## src/rtl/lc3b_muldiv.sv

```systemverilog
// lc3b_muldiv: iterative multiply/divide unit that sits beside the LC-3b ALU.
// Each clock produces one bit (shift-add multiply, restoring divide); a final cycle fixes up the signs.
module lc3b_muldiv #(
   parameter int WIDTH = 16,
   parameter int CNT_W = $clog2(WIDTH + 1)
) (
   input  logic             clk,
   input  logic             rst_n,
   input  logic             start,
   input  logic [1:0]       op,
   input  logic [WIDTH-1:0] a,
   input  logic [WIDTH-1:0] b,
   input  logic             flush,
   output logic             busy,
   output logic             done,
   output logic [WIDTH-1:0] result_lo,
   output logic [WIDTH-1:0] result_hi,
   output logic             div_by_zero
);

   typedef enum logic [1:0] {
      IDLE = 2'd0,
      CALC = 2'd1,
      FIX  = 2'd2,
      DONE = 2'd3
   } state_t;

   localparam logic [WIDTH-1:0]   ZERO_W   = {WIDTH{1'b0}};
   localparam logic [WIDTH-1:0]   ONES_W   = {WIDTH{1'b1}};
   localparam logic [WIDTH-1:0]   ONE_W    = {{(WIDTH-1){1'b0}}, 1'b1};
   localparam logic [2*WIDTH-1:0] ONE_2W   = {{(2*WIDTH-1){1'b0}}, 1'b1};
   localparam logic [CNT_W-1:0]   ZERO_CNT = {CNT_W{1'b0}};
   localparam logic [CNT_W-1:0]   ONE_CNT  = {{(CNT_W-1){1'b0}}, 1'b1};
   localparam logic [CNT_W-1:0]   LAST_CNT = CNT_W'(WIDTH - 1);

   function automatic logic [WIDTH-1:0] neg_w(input logic [WIDTH-1:0] v);
      return ~v + ONE_W;
   endfunction

   state_t             state_r, next_state_s;
   logic [1:0]         op_r;
   logic               sa_r, sb_r;
   logic [WIDTH-1:0]   opnd_r;
   logic [2*WIDTH-1:0] acc_r;
   logic [CNT_W-1:0]   cnt_r;

   logic               busy_r, done_r, dbz_r;
   logic [WIDTH-1:0]   lo_r, hi_r;
   logic               busy_s, done_s, dbz_s;
   logic [WIDTH-1:0]   lo_s, hi_s;

   logic [WIDTH-1:0]   mag_a_s, mag_b_s;
   logic               dbz_start_s;
   logic [WIDTH:0]     mul_add_s, div_shl_s, div_diff_s;
   logic               q_bit_s;
   logic [WIDTH-1:0]   new_rem_s;
   logic [2*WIDTH-1:0] mul_next_s, div_next_s, prod_neg_s;
   logic [WIDTH-1:0]   fix_lo_s, fix_hi_s;

   // Operand magnitudes at request time; signed modes take |x| as an unsigned value.
   always_comb begin
      mag_a_s     = (op[0] && a[WIDTH-1]) ? neg_w(a) : a;
      mag_b_s     = (op[0] && b[WIDTH-1]) ? neg_w(b) : b;
      dbz_start_s = start && op[1] && (b == ZERO_W);
   end

   // One iteration step: the multiplier shifts out of acc low half, the dividend shifts into the remainder.
   always_comb begin
      mul_add_s  = {1'b0, acc_r[2*WIDTH-1:WIDTH]} + (acc_r[0] ? {1'b0, opnd_r} : {(WIDTH+1){1'b0}});
      mul_next_s = {mul_add_s, acc_r[WIDTH-1:1]};
      div_shl_s  = {acc_r[2*WIDTH-1:WIDTH], acc_r[WIDTH-1]};
      div_diff_s = div_shl_s - {1'b0, opnd_r};
      q_bit_s    = ~div_diff_s[WIDTH];
      new_rem_s  = q_bit_s ? div_diff_s[WIDTH-1:0] : div_shl_s[WIDTH-1:0];
      div_next_s = {new_rem_s, acc_r[WIDTH-2:0], q_bit_s};
   end

   // Sign fix-up applied when leaving FIX.
   always_comb begin
      prod_neg_s = ~acc_r + ONE_2W;
      fix_lo_s   = acc_r[WIDTH-1:0];
      fix_hi_s   = acc_r[2*WIDTH-1:WIDTH];
      case (op_r)
         2'b01: begin
            if (sa_r ^ sb_r) begin
               fix_lo_s = prod_neg_s[WIDTH-1:0];
               fix_hi_s = prod_neg_s[2*WIDTH-1:WIDTH];
            end else begin
               fix_lo_s = acc_r[WIDTH-1:0];
               fix_hi_s = acc_r[2*WIDTH-1:WIDTH];
            end
         end
         2'b11: begin
            fix_lo_s = (sa_r ^ sb_r) ? neg_w(acc_r[WIDTH-1:0]) : acc_r[WIDTH-1:0];
            fix_hi_s = sa_r ? neg_w(acc_r[2*WIDTH-1:WIDTH]) : acc_r[2*WIDTH-1:WIDTH];
         end
         default: begin
            fix_lo_s = acc_r[WIDTH-1:0];
            fix_hi_s = acc_r[2*WIDTH-1:WIDTH];
         end
      endcase
   end

   // State register.
   always_ff @(posedge clk or negedge rst_n) begin
      if (!rst_n) state_r <= IDLE;
      else        state_r <= next_state_s;
   end

   // Next-state logic; flush only aborts work in progress.
   always_comb begin
      next_state_s = state_r;
      case (state_r)
         IDLE: begin
            if (dbz_start_s) next_state_s = DONE;
            else if (start)  next_state_s = CALC;
            else             next_state_s = IDLE;
         end
         CALC: begin
            if (flush)                  next_state_s = IDLE;
            else if (cnt_r == LAST_CNT) next_state_s = FIX;
            else                        next_state_s = CALC;
         end
         FIX: begin
            if (flush) next_state_s = IDLE;
            else       next_state_s = DONE;
         end
         DONE:    next_state_s = IDLE;
         default: next_state_s = IDLE;
      endcase
   end

   // Output next values; results hold except on a completed op or an immediate divide-by-zero.
   always_comb begin
      busy_s = (next_state_s != IDLE);
      done_s = 1'b0;
      lo_s   = lo_r;
      hi_s   = hi_r;
      dbz_s  = dbz_r;
      case (state_r)
         IDLE: begin
            if (dbz_start_s) begin
               done_s = 1'b1;
               lo_s   = ONES_W;
               hi_s   = a;
               dbz_s  = 1'b1;
            end else begin
               done_s = 1'b0;
            end
         end
         FIX: begin
            if (!flush) begin
               done_s = 1'b1;
               lo_s   = fix_lo_s;
               hi_s   = fix_hi_s;
               dbz_s  = 1'b0;
            end else begin
               done_s = 1'b0;
            end
         end
         default: done_s = 1'b0;
      endcase
   end

   // Registered outputs.
   always_ff @(posedge clk or negedge rst_n) begin
      if (!rst_n) begin
         busy_r <= 1'b0;
         done_r <= 1'b0;
         lo_r   <= ZERO_W;
         hi_r   <= ZERO_W;
         dbz_r  <= 1'b0;
      end else begin
         busy_r <= busy_s;
         done_r <= done_s;
         lo_r   <= lo_s;
         hi_r   <= hi_s;
         dbz_r  <= dbz_s;
      end
   end

   // Operand latch at start and iteration datapath during CALC.
   always_ff @(posedge clk or negedge rst_n) begin
      if (!rst_n) begin
         op_r   <= 2'b00;
         sa_r   <= 1'b0;
         sb_r   <= 1'b0;
         opnd_r <= ZERO_W;
         acc_r  <= {(2*WIDTH){1'b0}};
         cnt_r  <= ZERO_CNT;
      end else if (state_r == IDLE && start) begin
         op_r   <= op;
         sa_r   <= op[0] & a[WIDTH-1];
         sb_r   <= op[0] & b[WIDTH-1];
         opnd_r <= op[1] ? mag_b_s : mag_a_s;
         acc_r  <= op[1] ? {ZERO_W, mag_a_s} : {ZERO_W, mag_b_s};
         cnt_r  <= ZERO_CNT;
      end else if (state_r == CALC) begin
         acc_r  <= op_r[1] ? div_next_s : mul_next_s;
         cnt_r  <= cnt_r + ONE_CNT;
      end else begin
         acc_r  <= acc_r;
         cnt_r  <= cnt_r;
      end
   end

   assign busy        = busy_r;
   assign done        = done_r;
   assign result_lo   = lo_r;
   assign result_hi   = hi_r;
   assign div_by_zero = dbz_r;

endmodule
```

## config.mk

```make
export PLATFORM = sky130hd
export DESIGN_NAME = lc3b_muldiv
export DESIGN_NICKNAME = d
export VERILOG_FILES = /design/src/rtl/lc3b_muldiv.sv
export SDC_FILE = /design/constraint.sdc
export NUM_CORES = 1
export LEC_CHECK = 0
export CORE_UTILIZATION = 54
export DETAILED_ROUTE_END_ITERATION = 16
export DONT_BUFFER_PORTS = 1
export PLACE_DENSITY = 0.7
export SYNTH_ARGS = -nofsm -noshare
export SYNTH_HDL_FRONTEND = slang
export SYNTH_SLANG_ARGS = --single-unit
```

## constraint.sdc

```tcl
create_clock -name clk -period 7.7 [get_ports clk]
set_clock_uncertainty 0.1 [all_clocks]
set_input_delay 0.77 -clock clk [delete_from_list [all_inputs] [get_ports clk]]
set_output_delay 0.77 -clock clk [all_outputs]
set_load 0.005 [all_outputs]
```

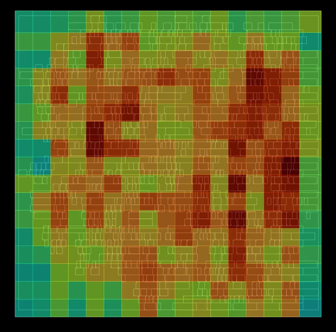
**Above:** run 1 (routing congestion).
Top Usage Layer GRT: met2
met1 Use GR: 0.427
end-of-flow core utilization: 0.584
post-DR wirelength/cell: 20.1 µm
All-Layer GR Usage: 0.312

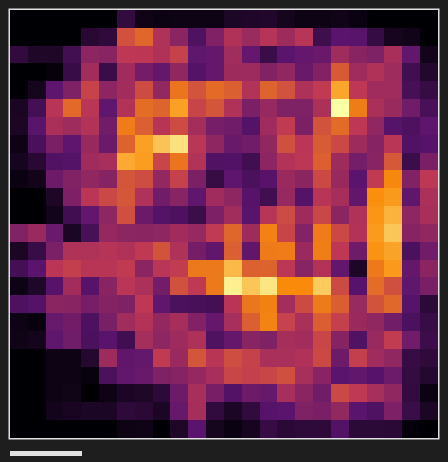
**Above:** run 1 (routed metal per tile).
Bar = 20 µm. 24 x 24 tiles, from black (low) to pale yellow (high), scaled to the fullest tile. Values are wire area over tile area, all layers added.
tiles over half the peak: 21%
nearly empty tiles: 7.1%
mean over tiles: 0.25
emptiest ninth of the die: lower left
fullest tile: 0.74

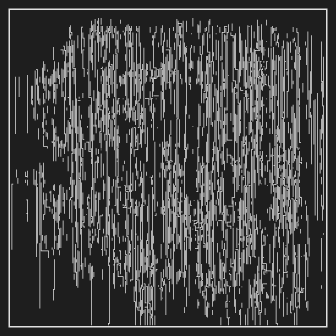
**Above:** run 1 (the metal 2 layer).
share of all routed wire: 46%
wire length on this layer: 9820 µm
main direction: vertical
nets with wire on the layer: 814
longest straight run: 54.1 µm

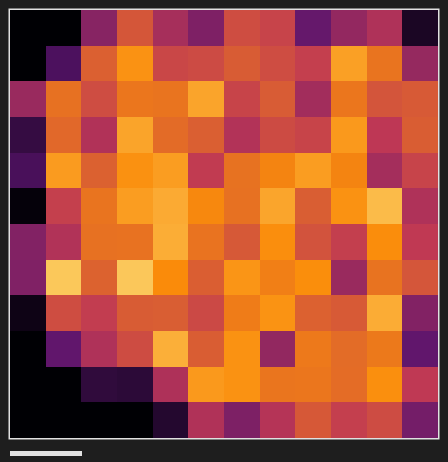
**Above:** run 1 (cell density map).
Bar = 20 µm. 12 x 12 tiles, from black (low) to pale yellow (high), 0 to 100% covered.
tiles over 75% full: 19%
mean over tiles: 53%
densest ninth of the die: centre
emptiest ninth of the die: lower left
fullest tile: 88%

==> run_results.csv, run 1 <==
group,metric,value,unit
run_status,outcome,"finished, final reports clean",
final_layout,antennaDiodeCount,0,
detailed_routing,dr.pass1.iters,8,
clocking,cts_sinks,94,
floorplan,ios,73,
pwr,power,2.53,mW
global_routing,grt_start_max_net_pins,65,
clocking,numCtsBuffers,9,
synth,synthArstFlopShare,1.00,
placed_design,placedCellCount,1055,
placed_design,gp_congestion,0.924,
setup_path,critPathMaxStageDelay,1.05,ns
sta,setup_viol,0,
floorplan,initial_core_util,0.554,
synth,synth.top_cells.by_count,"95 x nand2_1, 94 x dfrtp_1, 90 x o21ai_0, 87 x nor2_1, 80 x a21oi_1",
clocking,cts_resized,0,
setup_path,r2r_start,"op_r[1]$_DFFE_PN0P_",
sta,worst_pin_slew,1.39,ns
synth,synth_xor_xnor_area_share,0.0927,
setup_path,critPathSlowestCell,"o21ai_0",
clocking,htreeDepth,3,
final_layout,regArea,2350,µm²
sta,hold_ws,0.00986,ns
sta,slew_headroom,0.0661,
detailed_routing,vias_per_cell,6.37,
floorplan,die_h,119,µm
min_path,hold_class,"primary input to asynchronous set/reset pin",
setup_path,worstReg2RegEnd,"result_hi[8]$_DFFE_PN0P_",
clocking,ctsHoldBuffers,1,
pwr,p_int,1.39,mW
clocking,clockBufferDepth,2,
synth,synth_seq_share,0.319,
clocking,cts_setup_buffers,0,
global_routing,grt_pass1_vias,6405,
floorplan,chipArea,14100,µm²
sta,rsz0062_at_grt,"false",
pwr,vdd_drop_max,183,µV
setup_path,crit_fanout,25,
global_routing,grt_overflow,0,
synth,postSynthCellCount,920,
pwr,pwr-share-clk,0.182,
synth,synth.most_common_cell,"nand2_1",
sta,min_period_over_period,0.516,
setup_path,crit_path_frequent_cell,"o21ai_1",
pwr,switchingPower,1.14,mW
final_layout,layout.nets,969,
pwr,leakage,3.31,nW
synth,yosysWarningCount,0,
synth,synth.top_cell.area_share,0.319,
synth,ys_sh_adder,0.0699,
synth,ys_area,7370,µm²
pwr,p_per_area,326,nW/µm²
final_layout,inverters,42,
detailed_routing,vias,6829,
final_layout,nNonClkBuffers,4,
pwr,swShare,0.450,
synth,netlist_area,7370,µm²
final_layout,ff_count,94,
synth,synth-edff-count,0,
synth,yosysUniqueCellTypes,63,
clocking,clk_latency,0.36,ns
setup_path,worstPathArrival,4.16,ns
setup_path,r2r_slack,3.73,ns
synth,topCombFamilyByArea,"AND-OR/OR-AND gates",
final_layout,syn2layout_area_growth,5.31,%
synth,synthTopCellsByArea,"dfrtp_1 32%, ha_1 6.4%, o21ai_0 6.1%, a21oi_1 5.4%, xnor2_1 5.3%",
setup_path,cp.required,7.89,ns
placed_design,io_buffers,0,
sta,fin_crit,3.97,ns
final_layout,final.clkbuf_count,9,
sta,hold_viol_final,0,
final_layout,layout_top_cell_excl_fill_tap,"nand2_1",
detailed_routing,wirelength,21600,µm
detailed_routing,drt_iter0_markers,639,
final_layout,fin_cells,1072,
synth,yosys.area_share.aoi,0.243,
clocking,tritoncts,"yes",
synth,syn_area_per_cell,8.01,µm²
setup_path,r2r_cells,8,
setup_path,crit_type,"flip-flop to flip-flop",
global_routing,antenna_found_initial,0,
setup_path,endpoint_kind,"flip-flop",
synth,synth.largest_area_cell,"dfrtp_1",
final_layout,seq_share,0.303,
final_layout,most-common-layout-cells,"95 x nand2_1, 94 x dfrtp_1, 90 x o21ai_0, 87 x nor2_1, 80 x a21oi_1",
-- run 1: power groups by stage --
stage / logic [mW] / clock network, mW / registers, mW
6_report: 1.27 / 0.459 / 0.797
5_1_grt: 1.40 / 0.482 / 0.813
4_1_cts: 1.26 / 0.462 / 0.788
3_5_place_dp: 1.24 / 0 / 0.798
3_3_place_gp: 1.20 / 0 / 0.790
2_1_floorplan: 1.04 / 0 / 0.709
-- run 1: flip-flops by register name (all words and copies together) (netlist names), 2 cells and up --
register,flops
acc_r,32
cnt_r,5
result_lo,16
state_r,2
opnd_r,16
op_r,2
result_hi,16
-- run 1: critical path, delay by kind of cell, from the launching register on --
family	cells	cell delay, ns
DFF	1	0.99
and+or+nand+nor	2	0.48
AOI/OAI and AO/OA	5	1.95
buffers and inverters	1	0.38
-- run 1: worst max-delay path by stage --
stage / start / endpoint / slack (ns) / cells after the start
2_1_floorplan: acc_r[15]$_DFFE_PN0P_ / acc_r[20]$_DFFE_PN0P_ / 4.92 / 12
6_report: op_r[1]$_DFFE_PN0P_ / result_hi[8]$_DFFE_PN0P_ / 3.73 / 8
4_1_cts: op_r[1]$_DFFE_PN0P_ / result_hi[8]$_DFFE_PN0P_ / 3.84 / 8
3_5_place_dp: op_r[1]$_DFFE_PN0P_ / result_hi[8]$_DFFE_PN0P_ / 3.85 / 8
5_1_grt: op_r[1]$_DFFE_PN0P_ / result_hi[8]$_DFFE_PN0P_ / 3.49 / 8
3_3_place_gp: op_r[1]$_DFFE_PN0P_ / result_hi[8]$_DFFE_PN0P_ / 3.93 / 8
-- run 1: per-layer routing --
layer / vias up / share of wire / GRT usage
met1: 3225 / 0.43 / 0.427
li1: 3227 / - / -
met5: - / 0 / 0
met3: 48 / 0.086 / 0.0575
met4: 0 / 0.024 / 0.107
met2: 329 / 0.46 / 0.495
**Run 1: metal 1**

Bar = 20 µm.
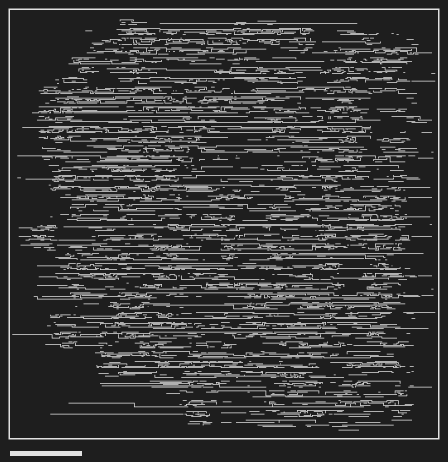

==> run 1 -> run 2 <==
--- a/config.mk
+++ b/config.mk
@@ -8,7 +8,7 @@
 export CORE_UTILIZATION = 54
 export DETAILED_ROUTE_END_ITERATION = 16
 export DONT_BUFFER_PORTS = 1
-export PLACE_DENSITY = 0.7
+export PLACE_DENSITY = 0.73
 export SYNTH_ARGS = -nofsm -noshare
 export SYNTH_HDL_FRONTEND = slang
 export SYNTH_SLANG_ARGS = --single-unit
==> constraint.sdc (replaced) <==
create_clock -name clk -period 3.4 [get_ports clk]
set_clock_uncertainty 0.1 [all_clocks]
set_input_delay 0.34 -clock clk [delete_from_list [all_inputs] [get_ports clk]]
set_output_delay 0.34 -clock clk [all_outputs]
set_load 0.005 [all_outputs]
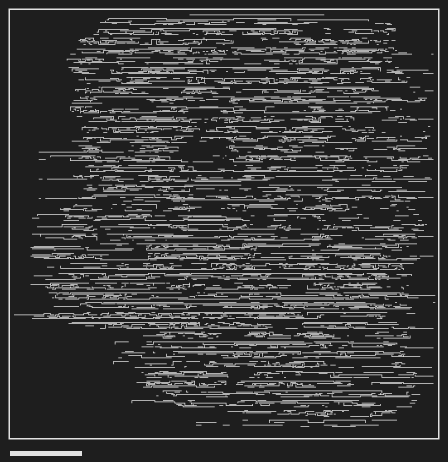
**Above:** run 2 (metal 1).
Bar = 20 µm.
longest straight run: 44.7 µm
wire length on this layer: 9210 µm

==> run 2 against run 1 <==
  * Power grew 130%
  * Combinational power grew 140%
  * Sequential share of layout area shrank 0.73 points
  * Critical endpoint is now acc_r[31]$_DFFE_PN0P_
==> run_results.csv, run 2 <==
group,metric,value,unit
setup_path,cp.required,3.58,ns
pwr,vdd_drop_max,309,µV
detailed_routing,drt_iter0_markers,746,
final_layout,layout_top_cell_excl_fill_tap,"nand2_1",
global_routing,grt_overflow,0,
floorplan,ios,73,
synth,synthArstFlopShare,1.00,
final_layout,regArea,2350,µm²
pwr,p_per_area,733,nW/µm²
pwr,pwr-share-comb,0.529,
detailed_routing,dr.pass1.iters,6,
final_layout,combGateArea,4690,µm²
global_routing,busiest_layer,"met2",
clocking,cts_sinks,94,
clocking,root_buffer,"clkbuf_16",
clocking,tritoncts,"yes",
global_routing,use_met3,0.0599,
global_routing,antenna_found_initial,0,
floorplan,core_area,13300,µm²
final_layout,largest_register,"acc_r",
floorplan,chipArea,14100,µm²
synth,yosysWarningCount,0,
synth,synth_flops,94,
setup_path,crit_family,"AND-OR/OR-AND gates",
floorplan,initial_core_util,0.554,
detailed_routing,wirelength,21200,µm
clocking,clk_latency,0.37,ns
final_layout,drive_gt1_frac,0.0793,
synth,postSynthCellCount,920,
global_routing,grt_usage,0.311,
detailed_routing,wl_met1,9210,µm
final_layout,inverters,42,
synth,flop_cell,"dfrtp_1",
detailed_routing,vias,6815,
final_layout,ff_count,94,
run_status,outcome,"finished, final reports clean",
final_layout,comb_cells,740,
pwr,leakage,3.42,nW
pwr,p_seq_frac,0.291,
synth,ys_area,7370,µm²
final_layout,layout.nets,993,
synth,synthTopCellsByArea,"dfrtp_1 32%, ha_1 6.4%, o21ai_0 6.1%, a21oi_1 5.4%, xnor2_1 5.3%",
pwr,power,5.83,mW
synth,synth.top_cells.by_count,"95 x nand2_1, 94 x dfrtp_1, 90 x o21ai_0, 87 x nor2_1, 80 x a21oi_1",
final_layout,syn2layout_area_growth,7.93,%
global_routing,grt_start_max_net_pins,95,
final_layout,comb_share,0.589,
final_layout,antennaDiodeCount,0,
global_routing,grt_pass1_wl,34000,µm
setup_path,crit_type,"flip-flop to flip-flop",
final_layout,seq_share,0.296,
final_layout,bufAreaShareNonClock,0.0299,
setup_path,cp-start-kind,"flip-flop",
final_layout,nNonClkBuffers,28,
sta,fin_crit,3.12,ns
pwr,swShare,0.446,
setup_path,critPathSlowestCell,"o41ai_1",
global_routing,use_met2,0.480,
setup_path,crit_fanout,7,
floorplan,die_x,119,µm
synth,syn_area_per_cell,8.01,µm²
clocking,clk_pin_slew_worst_paths,0.08,ns
detailed_routing,vias_per_cell,6.22,
placed_design,hpwl,16100,µm
clocking,numCtsBuffers,9,
synth,floorplan.nets,998,
clocking,clockBufferDepth,2,
synth,netlist_area,7370,µm²
synth,synth.top_cell.area_share,0.319,
floorplan,std_cell_rows,42,
final_layout,final_util,0.598,
synth,synth.largest_area_cell,"dfrtp_1",
sta,fin_tns_setup,0,ns
sta,rsz0062_at_grt,"false",
setup_path,endpoint_kind,"flip-flop",
detailed_routing,route.met2.wl,9530,µm
flow_run,drv_cap,0,
detailed_routing,highest-signal-layer,"met4",
sta,hold_viol_final,0,
clocking,htreeDepth,3,
sta,slew_violations,0,
sta,fmax,321,MHz
final_layout,largest_reg_flops,32,
sta,min_period_over_period,0.917,
sta,hold_ws,0.0330,ns
floorplan,die_h,119,µm
final_layout,final.clkbuf_count,9,
final_layout,fin_cells,1096,
detailed_routing,detail_route.wl_per_cell,19.3,µm
placed_design,gp_congestion,0.892,
final_layout,largestClassByArea,"logic gates",
synth,synth_seq_share,0.319,
global_routing,use_met1,0.430,
floorplan,taps,176,
synth,ys_cells,920,
detailed_routing,drtAntennaViolNets,0,
final_layout,fill_cells,1184,
placed_design,placedCellCount,1076,
final_layout,clock_area_frac,0.0376,
flow_run,tool_warnings,26,
synth,yosysUniqueCellTypes,63,
setup_path,critPathBufInv,1,
synth,synth-edff-count,0,
global_routing,grt_pass1_vias,6420,
pwr,switchingPower,2.60,mW
placed_design,io_buffers,0,
final_layout,most-common-layout-cells,"95 x nand2_1, 94 x dfrtp_1, 90 x o21ai_0, 87 x nor2_1, 80 x a21oi_1",
sta,worst_pin_slew,0.947,ns
setup_path,path_cells,"buf_4 -> ha_1 -> nor2b_1 -> o31a_1 -> o41ai_1 -> o311ai_1 -> a311oi_1 -> xnor2_1 -> mux2i_1 -> o211ai_1",
pwr,pwr-share-clk,0.180,
synth,synth.most_common_cell,"nand2_1",
pwr,p_int,3.23,mW
sta,setup_viol,0,
setup_path,worstPathArrival,3.29,ns
setup_path,critPathMaxStageDelay,0.59,ns
min_path,hold_class,"primary input to flip-flop",
detailed_routing,drc,0,
detailed_routing,dr_wl_met3,1940,µm
sta,slew_headroom,0.363,
==> run 2: final timing paths <==
| check | from | end | slack, ns | depth (start not counted) |
|---|---|---|---|---|
| worst max-delay path | acc_r[16]$_DFFE_PN0P_ | acc_r[31]$_DFFE_PN0P_ | 0.28 | 10 |
| worst min-delay path | op[1] | op_r[1]$_DFFE_PN0P_ | 0.03 | 2 |
| worst max register to register | acc_r[16]$_DFFE_PN0P_ | acc_r[31]$_DFFE_PN0P_ | 0.28 | 10 |
| worst min register to register | cnt_r[3]$_DFFE_PN0P_ | cnt_r[3]$_DFFE_PN0P_ | 0.39 | 1 |
| max in group asynchronous | rst_n | cnt_r[1]$_DFFE_PN0P_ | 2.36 | 2 |
| min in group asynchronous | rst_n | div_by_zero$_DFFE_PN0P_ | 0.47 | 2 |
==> run 2: cell families (layout without fill, tap and decap cells) <==
kind of cell	Yosys count	in the layout	synth area share
AOI/OAI and AO/OA	301	301	0.243
and+or+nand+nor	287	287	0.181
DFF	94	94	0.319
buffers and inverters	86	86	0.0458
xor gates and xnor gates	78	78	0.0927
adders and majority gates	40	40	0.0699
muxes	34	34	0.0487
==> run 2: power groups by stage <==
stage / Clock [mW] / Sequential, mW / Combinational, mW
finish: 1.05 / 1.70 / 3.09
global route: 1.09 / 1.73 / 3.40
CTS: 1.05 / 1.68 / 3.04
detailed placement: 0 / 1.71 / 2.99
global placement: 0 / 1.69 / 2.95
floorplan: 0 / 1.61 / 2.36
==> run 2: timing repair <==
item	CTS	global route
gates resized	0	1
hold buffers	4	0
endpoints found under the setup margin	0	7
endpoints found under the hold margin	96	0
buffers inserted	0	0
==> run 2: stage by stage <==
stage               setup slack [ns]  instance area, µm²
floorplan                      0.618                7370
global placement               0.348                7590
detailed placement             0.260                7590
CTS                            0.233                7950
global route                 0.00989                7960
finish                         0.282                7960
Power and IR drop assume default switching activity.
